File: src/rtl/axi_rd_slice_pkg.sv
// Shared constants for the AXI4 read-path register slice: payload field positions,
// payload width functions and AXI burst/response encodings.
package axi_rd_slice_pkg;

  // AR payload {arid, araddr, arlen[7:0], arsize[2:0], arburst[1:0]} MSB..LSB
  localparam int AR_BURST_LSB = 0;
  localparam int AR_SIZE_LSB  = 2;
  localparam int AR_LEN_LSB   = 5;
  localparam int AR_ADDR_LSB  = 13;

  // R payload {rid, rdata, rresp[1:0], rlast} MSB..LSB
  localparam int R_LAST_BIT   = 0;
  localparam int R_RESP_LSB   = 1;
  localparam int R_DATA_LSB   = 3;

  typedef enum logic [1:0] {
    AXI_BURST_FIXED = 2'd0,
    AXI_BURST_INCR  = 2'd1,
    AXI_BURST_WRAP  = 2'd2,
    AXI_BURST_RSVD  = 2'd3
  } axi_burst_e;

  typedef enum logic [1:0] {
    AXI_RESP_OKAY   = 2'd0,
    AXI_RESP_EXOKAY = 2'd1,
    AXI_RESP_SLVERR = 2'd2,
    AXI_RESP_DECERR = 2'd3
  } axi_resp_e;

  function automatic int ar_pw(input int id_w, input int aw);
    return id_w + aw + 13;
  endfunction

  function automatic int r_pw(input int id_w, input int dw);
    return id_w + dw + 3;
  endfunction

endpackage

File: src/rtl/axi_skid_buf.sv
// Two-entry skid buffer (main + skid register) with registered valid, data and ready;
// no combinational path from any input to any output.
module axi_skid_buf
  import axi_rd_slice_pkg::*;
#(
  parameter int W = 8
) (
  input  logic         clk,
  input  logic         rst_n,
  input  logic         in_valid,
  output logic         in_ready,
  input  logic [W-1:0] in_data,
  output logic         out_valid,
  input  logic         out_ready,
  output logic [W-1:0] out_data
);

  logic         r_out_valid;
  logic [W-1:0] r_out_data;
  logic         r_skid_valid;
  logic [W-1:0] r_skid_data;
  logic         r_in_ready;

  logic w_push;
  logic w_main_free;
  logic w_skid_load;
  logic w_skid_next;

  assign w_push      = in_valid && r_in_ready;
  assign w_main_free = !r_out_valid || out_ready;
  assign w_skid_load = w_push && !w_main_free;
  // Ready is low whenever skid holds data, so a push never coincides with a skid drain.
  assign w_skid_next = w_main_free ? 1'b0 : (r_skid_valid || w_push);

  always_ff @(posedge clk or negedge rst_n) begin
    if (!rst_n) begin
      r_out_valid  <= 1'b0;
      r_out_data   <= '0;
      r_skid_valid <= 1'b0;
      r_skid_data  <= '0;
      r_in_ready   <= 1'b0;
    end else begin
      if (w_main_free) begin
        if (r_skid_valid) begin
          r_out_valid <= 1'b1;
          r_out_data  <= r_skid_data;
        end else begin
          r_out_valid <= w_push;
          if (w_push) r_out_data <= in_data;
        end
      end
      r_skid_valid <= w_skid_next;
      if (w_skid_load) r_skid_data <= in_data;
      r_in_ready   <= !w_skid_next;
    end
  end

  assign in_ready  = r_in_ready;
  assign out_valid = r_out_valid;
  assign out_data  = r_out_data;

endmodule

File: src/rtl/axi_rd_reg_slice.sv
// Full AXI4 read-path register slice (AR forward, R backward), one skid buffer per channel.
// Optional handshake statistics counters when AXI_RD_REG_SLICE_STATS_EN is defined.
module axi_rd_reg_slice
  import axi_rd_slice_pkg::*;
#(
  parameter int DW   = 32,
  parameter int AW   = 32,
  parameter int ID_W = 10
) (
  input  logic                         aclk,
  input  logic                         aresetn,
  input  logic                         s_arvalid,
  output logic                         s_arready,
  input  logic [ar_pw(ID_W, AW)-1:0]   s_ar_pl,
  output logic                         m_arvalid,
  input  logic                         m_arready,
  output logic [ar_pw(ID_W, AW)-1:0]   m_ar_pl,
  input  logic                         m_rvalid,
  output logic                         m_rready,
  input  logic [r_pw(ID_W, DW)-1:0]    m_r_pl,
  output logic                         s_rvalid,
  input  logic                         s_rready,
  output logic [r_pw(ID_W, DW)-1:0]    s_r_pl
`ifdef AXI_RD_REG_SLICE_STATS_EN
  ,
  output logic [31:0]                  ar_hs_cnt,
  output logic [31:0]                  r_burst_cnt
`endif
);

  localparam int AR_PW = ar_pw(ID_W, AW);
  localparam int R_PW  = r_pw(ID_W, DW);

  axi_skid_buf #(.W(AR_PW)) u_ar_buf (
    .clk       (aclk),
    .rst_n     (aresetn),
    .in_valid  (s_arvalid),
    .in_ready  (s_arready),
    .in_data   (s_ar_pl),
    .out_valid (m_arvalid),
    .out_ready (m_arready),
    .out_data  (m_ar_pl)
  );

  axi_skid_buf #(.W(R_PW)) u_r_buf (
    .clk       (aclk),
    .rst_n     (aresetn),
    .in_valid  (m_rvalid),
    .in_ready  (m_rready),
    .in_data   (m_r_pl),
    .out_valid (s_rvalid),
    .out_ready (s_rready),
    .out_data  (s_r_pl)
  );

`ifdef AXI_RD_REG_SLICE_STATS_EN
  logic [31:0] r_ar_hs_cnt;
  logic [31:0] r_r_burst_cnt;

  // Counters wrap naturally at 2^32.
  always_ff @(posedge aclk or negedge aresetn) begin
    if (!aresetn) begin
      r_ar_hs_cnt   <= '0;
      r_r_burst_cnt <= '0;
    end else begin
      if (m_arvalid && m_arready) r_ar_hs_cnt <= r_ar_hs_cnt + 32'd1;
      if (s_rvalid && s_rready && s_r_pl[R_LAST_BIT]) r_r_burst_cnt <= r_r_burst_cnt + 32'd1;
    end
  end

  assign ar_hs_cnt   = r_ar_hs_cnt;
  assign r_burst_cnt = r_r_burst_cnt;
`endif

endmodule
File: config.mk
export PLATFORM = sky130hd
export DESIGN_NAME = axi_rd_reg_slice
export DESIGN_NICKNAME = d
export VERILOG_FILES = /design/src/rtl/axi_rd_slice_pkg.sv /design/src/rtl/axi_skid_buf.sv /design/src/rtl/axi_rd_reg_slice.sv
export SDC_FILE = /design/constraint.sdc
export NUM_CORES = 1
export LEC_CHECK = 0
export CAP_MARGIN = 10
export CORE_AREA = 2 2 135 137
export DETAILED_ROUTE_END_ITERATION = 7
export DIE_AREA = 0 0 137 139
export PLACE_DENSITY_LB_ADDON = 0.2
export SYNTH_ARGS = -nofsm -noshare
export SYNTH_HDL_FRONTEND = slang
export SYNTH_HIERARCHICAL = 1
export SYNTH_SLANG_ARGS = --single-unit
File: constraint.sdc
create_clock -name aclk -period 3.15 [get_ports aclk]
set_input_delay 0.63 -clock aclk [delete_from_list [all_inputs] [get_ports aclk]]
set_output_delay 0.63 -clock aclk [all_outputs]
set_load 0.01 [all_outputs]
Placed standard cells:
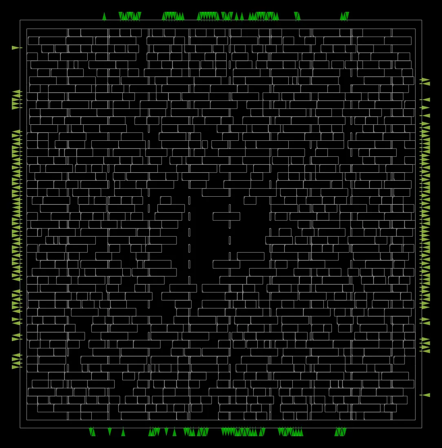
Cell Rows: 49
Seq/total area: 41.5%

Sequential cells grouped by signal name:
Drawn at 3 px/um. Other sequential cells in the stronger grey, the rest of the logic in the fainter grey.
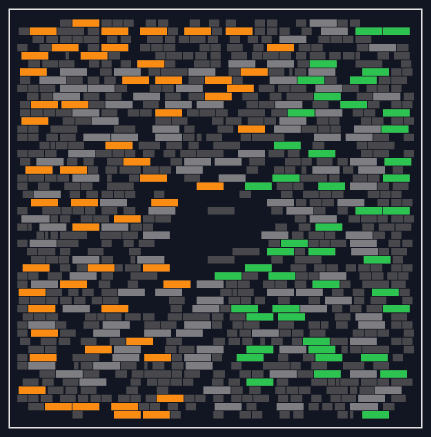
u_r_buf/r_skid_data -> green  # placed flops 45
u_ar_buf/out_data -> orange  # placed flops 55

==> results_slide.txt <==
Implementation Results

Synth
  – Count of state elements after synthesis: 206
  – YS chip area: approximately 9500 um2
  – Cell variety after synth: 14
  – Most numerous cell in the Yosys netlist: dfrtp_1
  – Yosys top cell area share: 54.4%
  – Register area share after synthesis: around 54%
  – Primary FF master, synth: dfrtp_1
  – Syn_nets: 657
  – Top post-synthesis cells by count: dfrtp_1 (206), mux2_2 (180), mux2_4 (120)
  – Synth area leader: dfrtp_1
  – Post-Synthesis Cells: ~550
  – Yosys synthesis warning count: 6
  – Post-synth area hogs: dfrtp_1 (54%), mux2_2 (21%), mux2_4 (19%), buf_6 (2.4%), clkbuf_8 (0.73%)
  – Yosys cell count: 551

Setup path
  – Slowest CP cell: clkdlybuf4s50_1
  – Worst r2r path cells: 3
  – Critical R2R Launch: u_r_buf/r_skid_valid$_DFF_PN0_
  – Critical path startpoint category: flop
  – CP bufs+invs: 1
  – Cell count along the critical path: 1
  – CP max FO: 3
  – WP data arrival: 1.53 ns
  – Worst reg2reg endpoint: u_r_buf/out_data[12]$_DFFE_PN0P_
  – Biggest cell delay along the critical path: 0.58 ns
  – WS Path Type: reg -> out
  – Crit path from: u_r_buf/in_ready$_DFF_PN0_
  – Worst path cell trace: clkdlybuf4s50_1
  – WP data required: 2.52 ns

Layout
  – Commonest non-fill, non-tap cells in the layout: clkdlybuf4s50_1 (208), dfrtp_1 (204), mux2_2 (180)
  – Filler Cell Count: 1157
  – Non-clock buffer area fraction after layout: 18.1%
  – Layout cell share with drive strength beyond 1: 46.0%
  – Area occupied by multi-input gates: 4000 um2
  – Mi-comb count: 314
  – Seq. cell area: about 5200 um2
  – Nets@finish: a little under 900
  – Inverters: 2
  – Layout Utilization: between 70% and 80%
  – Clkbuf count: 31
  – Antenna cells: 0

CTS
  – Clock Latency Late Sink: a little under 0.5 ns
  – Worst-path clk slew: 0.05 ns
  – Post-CTS Setup Bufs: 0
  – CTS tree: yes
  – Hold-fix buffers at CTS: 0
  – Post_cts resized: 0
  – CTS buffer count: 23
  – Clock sink count: roughly 210
  – H-Tree Depth: 1
  – Clock Tree Buf Depth: 3

Placed design
  – Post-Place Cell Area: about 12000 um2
  – Place WS: 0.596 ns
  – Placed cells: about 970
  – Port buffer count: 209

Power
  – Clk pwr share: 27.3%
  – Seq pwr: slightly below 4 mW
  – Top pwr grp: sequential cells
  – Int Pwr: a little under 7 mW
  – PwrDens: between 700 and 800 nW/um2
  – Sw Pwr: around 2.5 mW
  – Comb power: 2.92 mW
  – Clk pwr: roughly 2.6 mW
  – Max VDD drop: between 0.5 and 0.6 mV
  – Sw Ratio: between 20% and 30%
  – Comb power frac: between 30% and 40%

Job
  – Max-cap violations: 0

STA
  – Slew HR: between 40% and 50%
  – Least-Margin Pin Slew: 0.832 ns
  – Final critical-path share of the clock period: about two thirds
  – Setup TNS: 0 ns
  – Final tally of max-slew violations: 0
  – Final setup violation count: 0
  – Layout Skew: about 0.0083 ns
  – WHS: 0.164 ns
  – Final Hold Violation Tally: 0
  – Tmin final: between 2 and 2.5 ns

Routing
  – DRC viols: 0
  – Met2 wire len: between 9000 and 10000 um
  – Vias per cell: 5.19
  – DR vias: around 5300
  – Initial DRC Count: between 100 and 150
  – Met3 WL: 1700 um
  – M1 WL: slightly above 8000 um
  – Post-DRT Antenna Nets: 0
  – Routed len/inst: 19.2 um
  – DR pass1 iterations: 4
  – Max Used Layer: met5
  – DRT Wirelength: just under 20000 um

Global route
  – Largest net degree at the start of global routing: between 70 and 80
  – Routing usage on met1: roughly a quarter
  – GRT overflow: 0
  – GRT Resource Usage Total: between 20% and 30%
  – Vias in the first global route: 5894
  – First-pass GRT wire length: around 31000 um
  – GRT met3 Usage: 6.83%

Floorplanning
  – Core ar.: 17700 um2
  – DIE AREA: 19000 um2
  – FP Core Util: 53.7%
  – Well Taps: about 230

Run status
  – Outcome: finished, final reports clean
M3 wires:
Drawn at 2 px/um.
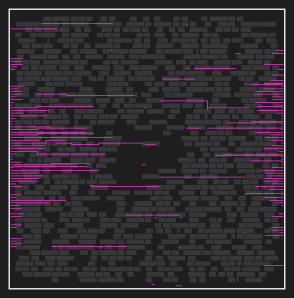
nets with wire on the layer = 123
main direction = horizontal
wire length on this layer = 1700 um

Drive-strength map:
Drawn at 3 px/um.
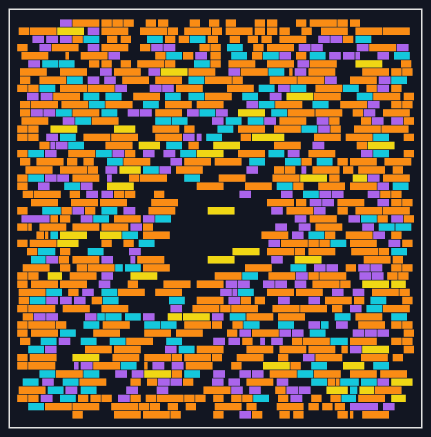
drive 3 to 4 -> cyan  # cells 131, most used mux2_4
drive 1 or less -> orange  # cells 423, most used clkdlybuf4s50_1
drive 2 -> purple  # cells 191, most used mux2_2
drive 6 and up -> yellow  # cells 38, most used clkbuf_16
PnR worst setup slack: 0.987 ns
Area Overhead vs Synth: 31.2%
post-route cell area: 12400 um2
bufs w/o clock: 220

==> sequential cells by signal, summed over array words and instances, names as in the netlist <==
signal	flops
u_r_buf/r_skid_data	45
u_ar_buf/out_valid	1
u_ar_buf/r_skid_data	55
u_r_buf/out_valid	1
u_r_buf/r_skid_valid	1
u_r_buf/in_ready	1
u_ar_buf/in_ready	1
u_r_buf/out_data	45
u_ar_buf/out_data	55
u_ar_buf/r_skid_valid	1
==> cell families after synthesis <==
logic type | Yosys count | synth area share (%)
AOI/OAI and AO/OA | 2 | 0.343
buffers and inverters | 31 | 3.39
DFF | 206 | 54.4
muxes | 300 | 40.4
and+or+nand+nor | 12 | 1.47
No activity file was given, so power comes from the tool's default toggle rates.
